Figure 1. Port wiring (run 1).
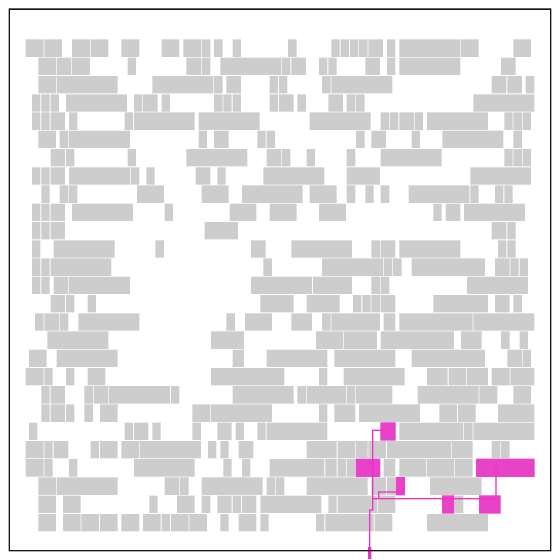
Figure 2. Clock distribution (run 1).
The bar under the picture is 20 um long.
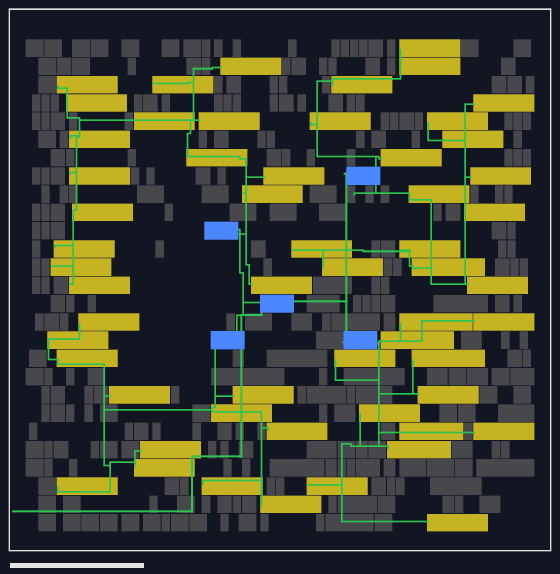
Figure 3. Clock routing (run 1).
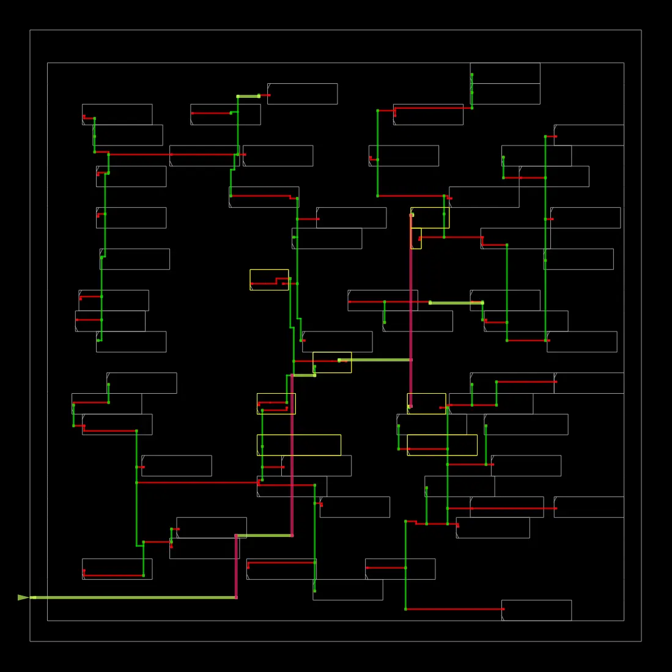
$ cat src/rtl/dmi_mux_buffer.sv
// dmi_mux_buffer: round-robin mux of NUM_CH DMI masters onto one
// DMI slave, in-order response return via a queue of channel IDs.
// Ports: clk_i, rst_i (async, active high), clear_i (sync drain);
//   ch_req_i/ch_valid_i/ch_ready_o      per-channel requests
//   ch_resp_o/ch_resp_valid_o/ch_resp_ready_i  responses to channels
//   dmi_req_o/dmi_req_valid_o/dmi_req_ready_i  request to slave
//   dmi_resp_i/dmi_resp_valid_i/dmi_resp_ready_o  slave response
//   busy_o (draining or outstanding), err_o (sticky stray response)
// Option: DMI_MUX_RESP_REG_EN adds a one-entry response register.
module dmi_mux_buffer #(
  parameter int NUM_CH  = 2,
  parameter int REQ_W   = 41,
  parameter int RESP_W  = 34,
  parameter int MAX_OUT = 4
) (
  input  logic                    clk_i,
  input  logic                    rst_i,
  input  logic                    clear_i,
  input  logic [NUM_CH*REQ_W-1:0] ch_req_i,
  input  logic [NUM_CH-1:0]       ch_valid_i,
  output logic [NUM_CH-1:0]       ch_ready_o,
  output logic [RESP_W-1:0]       ch_resp_o,
  output logic [NUM_CH-1:0]       ch_resp_valid_o,
  input  logic [NUM_CH-1:0]       ch_resp_ready_i,
  output logic [REQ_W-1:0]        dmi_req_o,
  output logic                    dmi_req_valid_o,
  input  logic                    dmi_req_ready_i,
  input  logic [RESP_W-1:0]       dmi_resp_i,
  input  logic                    dmi_resp_valid_i,
  output logic                    dmi_resp_ready_o,
  output logic                    busy_o,
  output logic                    err_o
);

  localparam int CW = $clog2(NUM_CH);
  localparam int PW = $clog2(MAX_OUT);
  localparam int OW = PW + 1;
  localparam logic [OW-1:0] MAX_CNT = OW'(MAX_OUT);

  typedef enum logic {RUN, DRAIN} state_e;

  state_e            state_q, state_d;
  logic [CW-1:0]     rr_q;
  logic [CW-1:0]     gnt_id;
  logic              gnt_found;
  logic              grant;
  logic              kill;
  logic              drain_m;
  logic              q_empty;
  logic              pop;
  logic              bad_resp;
  logic [REQ_W-1:0]  req_q;
  logic              req_vld_q;
  logic [CW-1:0]     id_mem [MAX_OUT];
  logic [PW-1:0]     wr_q, rd_q;
  logic [OW-1:0]     cnt_q, cnt_d, kill_n;
  logic [CW-1:0]     head_id;

  function automatic logic [CW-1:0] rr_idx(
    input logic [CW-1:0] p,
    input int            i
  );
    int j;
    j = int'(p) + i;
    if (j >= NUM_CH) j = j - NUM_CH;
    return CW'(j);
  endfunction

  always_comb begin
    gnt_found = 1'b0;
    gnt_id    = '0;
    for (int i = 0; i < NUM_CH; i++) begin
      if (!gnt_found && ch_valid_i[rr_idx(rr_q, i)]) begin
        gnt_found = 1'b1;
        gnt_id    = rr_idx(rr_q, i);
      end
    end
  end

  // A request still waiting in the stage at clear time is withdrawn
  // and its ID taken back off the queue tail.
  assign kill    = clear_i && req_vld_q && !dmi_req_ready_i;
  assign kill_n  = {{(OW-1){1'b0}}, kill};
  assign drain_m = (state_q == DRAIN) || clear_i;
  assign q_empty = (cnt_q == kill_n);
  assign head_id = id_mem[rd_q];

  assign grant = (state_q == RUN) && !clear_i
              && (cnt_q < MAX_CNT)
              && (!req_vld_q || dmi_req_ready_i)
              && gnt_found;

  assign ch_ready_o = grant ? (NUM_CH'(1) << gnt_id) : '0;
  assign dmi_req_o       = req_q;
  assign dmi_req_valid_o = req_vld_q;
  assign busy_o = (state_q == DRAIN) || (cnt_q != '0);

`ifdef DMI_MUX_RESP_REG_EN
  logic [RESP_W-1:0] resp_q;
  logic [CW-1:0]     resp_id_q;
  logic              resp_vld_q;
  logic              resp_take;
  logic              load;

  assign resp_take = resp_vld_q && ch_resp_ready_i[resp_id_q];
  assign ch_resp_o = resp_q;

  always_comb begin
    ch_resp_valid_o = '0;
    ch_resp_valid_o[resp_id_q] = resp_vld_q;
    dmi_resp_ready_o = 1'b1;
    pop      = 1'b0;
    load     = 1'b0;
    bad_resp = 1'b0;
    if (q_empty) begin
      bad_resp = !drain_m && dmi_resp_valid_i;
    end else if (drain_m) begin
      pop = dmi_resp_valid_i;
    end else begin
      dmi_resp_ready_o = !resp_vld_q || resp_take;
      pop  = dmi_resp_valid_i && dmi_resp_ready_o;
      load = pop;
    end
  end

  always_ff @(posedge clk_i or posedge rst_i) begin
    if (rst_i) begin
      resp_q     <= '0;
      resp_id_q  <= '0;
      resp_vld_q <= 1'b0;
    end else if (clear_i) begin
      resp_vld_q <= 1'b0;
    end else if (load) begin
      resp_q     <= dmi_resp_i;
      resp_id_q  <= head_id;
      resp_vld_q <= 1'b1;
    end else if (resp_take) begin
      resp_vld_q <= 1'b0;
    end
  end
`else
  assign ch_resp_o = dmi_resp_i;

  always_comb begin
    ch_resp_valid_o  = '0;
    dmi_resp_ready_o = 1'b1;
    pop      = 1'b0;
    bad_resp = 1'b0;
    if (q_empty) begin
      bad_resp = !drain_m && dmi_resp_valid_i;
    end else if (drain_m) begin
      pop = dmi_resp_valid_i;
    end else begin
      dmi_resp_ready_o = ch_resp_ready_i[head_id];
      ch_resp_valid_o[head_id] = dmi_resp_valid_i;
      pop = dmi_resp_valid_i && ch_resp_ready_i[head_id];
    end
  end
`endif

  assign cnt_d = cnt_q + OW'(grant) - OW'(pop) - kill_n;

  always_comb begin
    state_d = state_q;
    unique case (state_q)
      RUN:   if (clear_i) state_d = DRAIN;
      DRAIN: if (cnt_d == '0 && !clear_i) state_d = RUN;
      default: state_d = RUN;
    endcase
  end

  always_ff @(posedge clk_i or posedge rst_i) begin
    if (rst_i) begin
      state_q   <= RUN;
      rr_q      <= '0;
      req_q     <= '0;
      req_vld_q <= 1'b0;
      wr_q      <= '0;
      rd_q      <= '0;
      cnt_q     <= '0;
      err_o     <= 1'b0;
    end else begin
      state_q <= state_d;
      cnt_q   <= cnt_d;
      if (grant) begin
        rr_q      <= rr_idx(gnt_id, 1);
        req_q     <= ch_req_i[int'(gnt_id)*REQ_W +: REQ_W];
        req_vld_q <= 1'b1;
        wr_q      <= wr_q + PW'(1);
      end else if (kill || dmi_req_ready_i) begin
        req_vld_q <= 1'b0;
      end
      if (kill) wr_q <= wr_q - PW'(1);
      if (pop) rd_q <= rd_q + PW'(1);
      if (clear_i) err_o <= 1'b0;
      else if (bad_resp) err_o <= 1'b1;
    end
  end

  always_ff @(posedge clk_i) begin
    if (grant) id_mem[wr_q] <= gnt_id;
  end

endmodule

$ cat config.mk
export PLATFORM = sky130hd
export DESIGN_NAME = dmi_mux_buffer
export DESIGN_NICKNAME = d
export VERILOG_FILES = /design/src/rtl/dmi_mux_buffer.sv
export SDC_FILE = /design/constraint.sdc
export NUM_CORES = 1
export LEC_CHECK = 0
export CAP_MARGIN = 25
export CORE_MARGIN = 2
export CORE_UTILIZATION = 50
export CTS_CLUSTER_DIAMETER = 120
export CTS_CLUSTER_SIZE = 8
export DETAILED_ROUTE_END_ITERATION = 8
export DONT_BUFFER_PORTS = 1
export GPL_TIMING_DRIVEN = 0
export MAX_ROUTING_LAYER = met4
export PLACE_DENSITY = 0.7
export SYNTH_ARGS = -nofsm -noshare
export SYNTH_HDL_FRONTEND = slang
export SYNTH_SLANG_ARGS = --single-unit
$ cat constraint.sdc
create_clock -name clk_i -period 2.8 [get_ports clk_i]
set_input_delay 0.56 -clock clk_i [delete_from_list [all_inputs] [get_ports clk_i]]
set_output_delay 0.56 -clock clk_i [all_outputs]
set_load 0.03 [all_outputs]
==> impl_metrics.yaml, run 1 <==
# synthesis and place-and-route metrics
outcome:
  status: "finished, violations left"
  violations: "negative setup slack"
place:
  placed_area_um2: 3080
  place.gp.congestion: 0.805
  hpwl_um: 5810
clock_tree:
  clockRootBuffer: "clkbuf_8"
  clk_pin_slew_ns: 0.10
  cts_tree: "built"
grt:
  grt_use_met3: 0.0528
  grt_use_met2: 0.401
  grt_busiest_layer: "met2"
  grt_pass1_wl_um: 11100
route:
  drt-total-wl_um: 7720
  routed.top_layer: "met4"
  wl_met3_um: 645
  vias_per_cell: 5.67
power:
  power.total_mw: 3.87
  comb_power_mw: 1.16
  internal_power_mw: 2.05
  ir_worst_vdd_mv: 0.489
  p_leak_nw: 1.47
yosys:
  ys_cells: 329
  topCombFamilyByArea: "simple AND/OR/NAND/NOR gates"
  ys_seq_frac: 0.486
  top_area_frac: 0.445
  synth-simple-area-share: 0.207
  area_leaders: "dfrtp_1 44%, nand2_1 11%, a31oi_1 8.8%, buf_4 8.7%, nor2_1 6.4%"
  ys_chip_area_um2: 2930
worst_setup_path:
  crit_chain: "mux4_2, mux2_4, o211ai_4, fa_1, ha_2, ha_4, xnor2_2, xnor2_1, o31ai_1, nand2b_1"
  critical_path.slowest_cell: "mux4_2"
  critPathLaunchType: "register"
  r2r_start: "rd_q[0]$_DFFE_PP0P_"
  r2r_slack_ns: -0.23
cells_and_area:
  design_area_um2: 3320
  utilization: 0.596
  logic_area_um2: 1170
final_timing:
  hold_violations: 0
  slew_headroom: 0.529
  worst_slack_ns: -0.234
  setup_viol: 1
  worst_pin_slew_ns: 0.705
  finalCritPeriodShare: 1.08
floorplan:
  die_x_um: 80.5
  core_area_um2: 5570
-- Figure 1 (at the start) --
- clear_i: magenta (bits 1; direction input; edge bottom; end cells 6; buffers 0; wire 49.4 um)

-- Figure 2 (at the start) --
- cells driving clock nets: blue (count 5)
- flip-flops: yellow (count 56)
- clock wires: green (length 633 um)
- flops lie: all over the die
final worst clock skew: 0.00774 ns
Clock Power: 576 uW
Skew-Pair Late Insertion Delay: 0.30 ns
Clock power frac: 0.149

-- Figure 3 (at the start) --
Seq cells: 56
clock sink count: 56
Num CTS Buffers: 5
clock buf count: 7

==> run 1: sequential cells by signal, indices dropped and copies added (netlist names) <==
signal,flops
state_q,1
dmi_req_o,41
rd_q,2
cnt_q,3
dmi_req_valid_o,1
rr_q,1
err_o,1
wr_q,2
id_mem,4
==> run 1: synth_stat cells, drive strengths merged <==
master	count
a21oi	2
a31oi	41
and3	1
and3b	1
buf	44
clkbuf	8
clkinv	1
dfrtp	52
edfxtp	4
fa	1
ha	3
inv	9
mux2	1
mux2i	2
mux4	1
nand2	86
nand2b	1
nor2	50
nor2b	1
nor3	4
nor3b	1
nor4b	1
o2111ai	1
o211ai	1
o21ai	1
o31ai	1
or2	1
or3b	1
or4	2
xnor2	6
==> run 1: through the flow <==
step | worst slack [ns] | cells | TNS [ns] | hold slack [ns]
finish | -0.234 | 417 | -0.234 | 0.118
global route | -0.338 | 417 | -0.417 | 0.141
CTS | -0.154 | 413 | -0.154 | 0.121
detailed placement | -0.293 | 402 | -0.531 | 0.461
global placement | -0.298 | 401 | -0.555 | 0.478
floorplan | -0.172 | 329 | -0.172 | 0.454
==> run 1: cell type report <==
type	instances	share of cell area
Buffer	51	0.115
Clock buffer	7	0.0294
Clock inverter	1	0.00905
Inverter	10	0.0147
Multi-Input combinational cell	211	0.352
Sequential cell	56	0.429
Tap cell	72	0.0271
Timing Repair Buffer	9	0.0241
==> run 1: critical path: cells and delay by family (launching register included) <==
kind,cells,cell delay (ns)
XOR/XNOR,2,0.27
AND/OR/NAND/NOR,1,0.08
AND-OR/OR-AND,2,0.48
multiplexers,2,0.90
adder cells (fa/ha/maj),3,0.81
flip-flops,1,0.39
==> run 1: repair_timing <==
item / in CTS / in global routing
pin swaps: 6 / 2
setup endpoints to repair: 5 / 5
setup buffers: 4 / 4
gates resized: 9 / 4
hold endpoints to repair: 0 / 0
==> run 1 -> run 2 <==
- PLACE_DENSITY: 0.7 -> 0.67
- RECOVER_POWER: not set -> 100
- clock period: 2.8 -> 3.2 ns (I/O delays scaled with it)
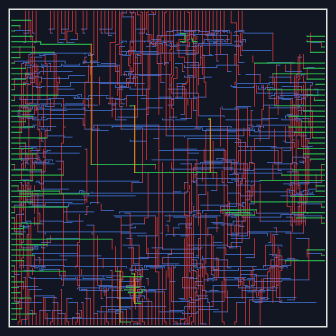
Figure 4: run 2, wiring by layer.
- met2: red (wire length 3650 um)
- met4: orange (wire length 81.6 um)
- met3: green (wire length 653 um)
- met1: blue (wire length 2810 um)

==> run 2 against run 1 <==
- the run ends with max-capacitance violations, max-slew violations left
- global-route usage fell by 1.2 points
- total power fell by 19%
- core utilization is 5.4 points lower
- routed wire length shrank 6.7%
- hold slack improved by 0.27 ns
- clock power fell by 26%
- first-iteration DRC count down 6.1%
- largest power group unchanged
- largest cell class unchanged
- combinational power down 26%
- worst setup slack gained 0.31 ns
- clock skew decreased by 0.0037 ns
- maximum frequency fell by 2.7%
- clock-buffer cell count is the same
==> impl_metrics.yaml, run 2 <==
# synthesis and place-and-route metrics
yosys:
  ys_chip_area_um2: 2930
  area_leaders: "dfrtp_1 44%, nand2_1 11%, a31oi_1 8.8%, buf_4 8.7%, nor2_1 6.4%"
  ff_type: "dfrtp_1"
  ys_cells: 329
  synth-edff-count: 4
final_timing:
  finalCritPeriodShare: 0.975
  final.setup_skew_ns: 0.00401
  setup_viol: 0
  final-max-slew-violation-count: 30
  whs_ns: 0.388
  hold_violations: 0
  worst_pin_slew_ns: 1.58
clock_tree:
  cts_tree: "built"
  clkLatencyLatePin_ns: 0.30
worst_setup_path:
  r2r_start: "rd_q[0]$_DFFE_PP0P_"
  cp.buffers_inverters: 0
  critPathTopFamily: "multiplexers"
  critPathLaunchType: "register"
  critical_path.slowest_cell: "mux4_2"
flow_run:
  cap_violations: 1
place:
  placed_area_um2: 3040
  place.gp.congestion: 0.780
grt:
  grt_pass1_wl_um: 10500
  grt_busiest_layer: "met2"
  grt_use_met3: 0.0517
outcome:
  status: "finished, violations left"
  violations: "max-capacitance violations, max-slew violations"
route:
  wl_met3_um: 653
  routed.top_layer: "met4"
  vias_per_cell: 5.63
power:
  power.total_mw: 3.14
floorplan:
  core_area_um2: 5570
## run 2: cell counts after synthesis
No cell type changed its count.
## run 2: logic make-up after synthesis
group / synth area share
and+or+nand+nor: 0.207
adders and majority gates: 0.0197
muxes: 0.0197
xor gates and xnor gates: 0.0205
buffers and inverters: 0.144
DFF: 0.486
AOI/OAI and AO/OA: 0.103
## run 2: layout make-up
| cell class | count | area (um^2) |
|---|---|---|
| flip-flops and latches | 56 | 1420 |
| clock inverters | 1 | 5.00 |
| well taps | 72 | 90.1 |
| repair buffers | 2 | 8.76 |
| fillers | 549 | 2560 |
| plain buffers | 51 | 246 |
| inverters | 10 | 42.5 |
| clock buffers | 7 | 97.6 |
| multi-input cells | 211 | 1100 |
## run 2: metrics by stage
| step | worst slack [ns] | cells | setup TNS (ns) |
|---|---|---|---|
| finish | 0.0798 | 410 | 0 |
| global route | -0.0371 | 410 | -0.0464 |
| CTS | 0.0656 | 410 | 0 |
| detailed placement | -0.264 | 403 | -0.264 |
| global placement | -0.249 | 401 | -0.345 |
| floorplan | 0.0179 | 329 | 0 |
## run 2: final timing paths
kind	endpoint	slack, ns
max	state_q$_DFF_PP0_	0.08
max reg2reg	state_q$_DFF_PP0_	0.08
max in group asynchronous	dmi_req_o[17]$_DFFE_PP0P_	0.86
min reg2reg	rd_q[1]$_DFFE_PP0P_	0.52
min in group asynchronous	dmi_req_o[29]$_DFFE_PP0P_	0.40
min	dmi_req_valid_o$_DFFE_PP0P_	0.39
## run 2: timing repair
action | 4_1_cts | 5_1_grt
cloned | 0 | 0
buffers inserted | 0 | 0
hold buffers | 0 | 0
gates resized | 0 | 4
endpoints found under the setup margin | 1 | 3
## run 2: report_power, final
part,switching [mW],internal [mW],leakage (nW)
Combinational,0.488,0.370,0.584
Sequential,0.821,1.04,0.645
Clock,0.222,0.201,0.0534
Power is estimated from default activity; no workload was simulated.
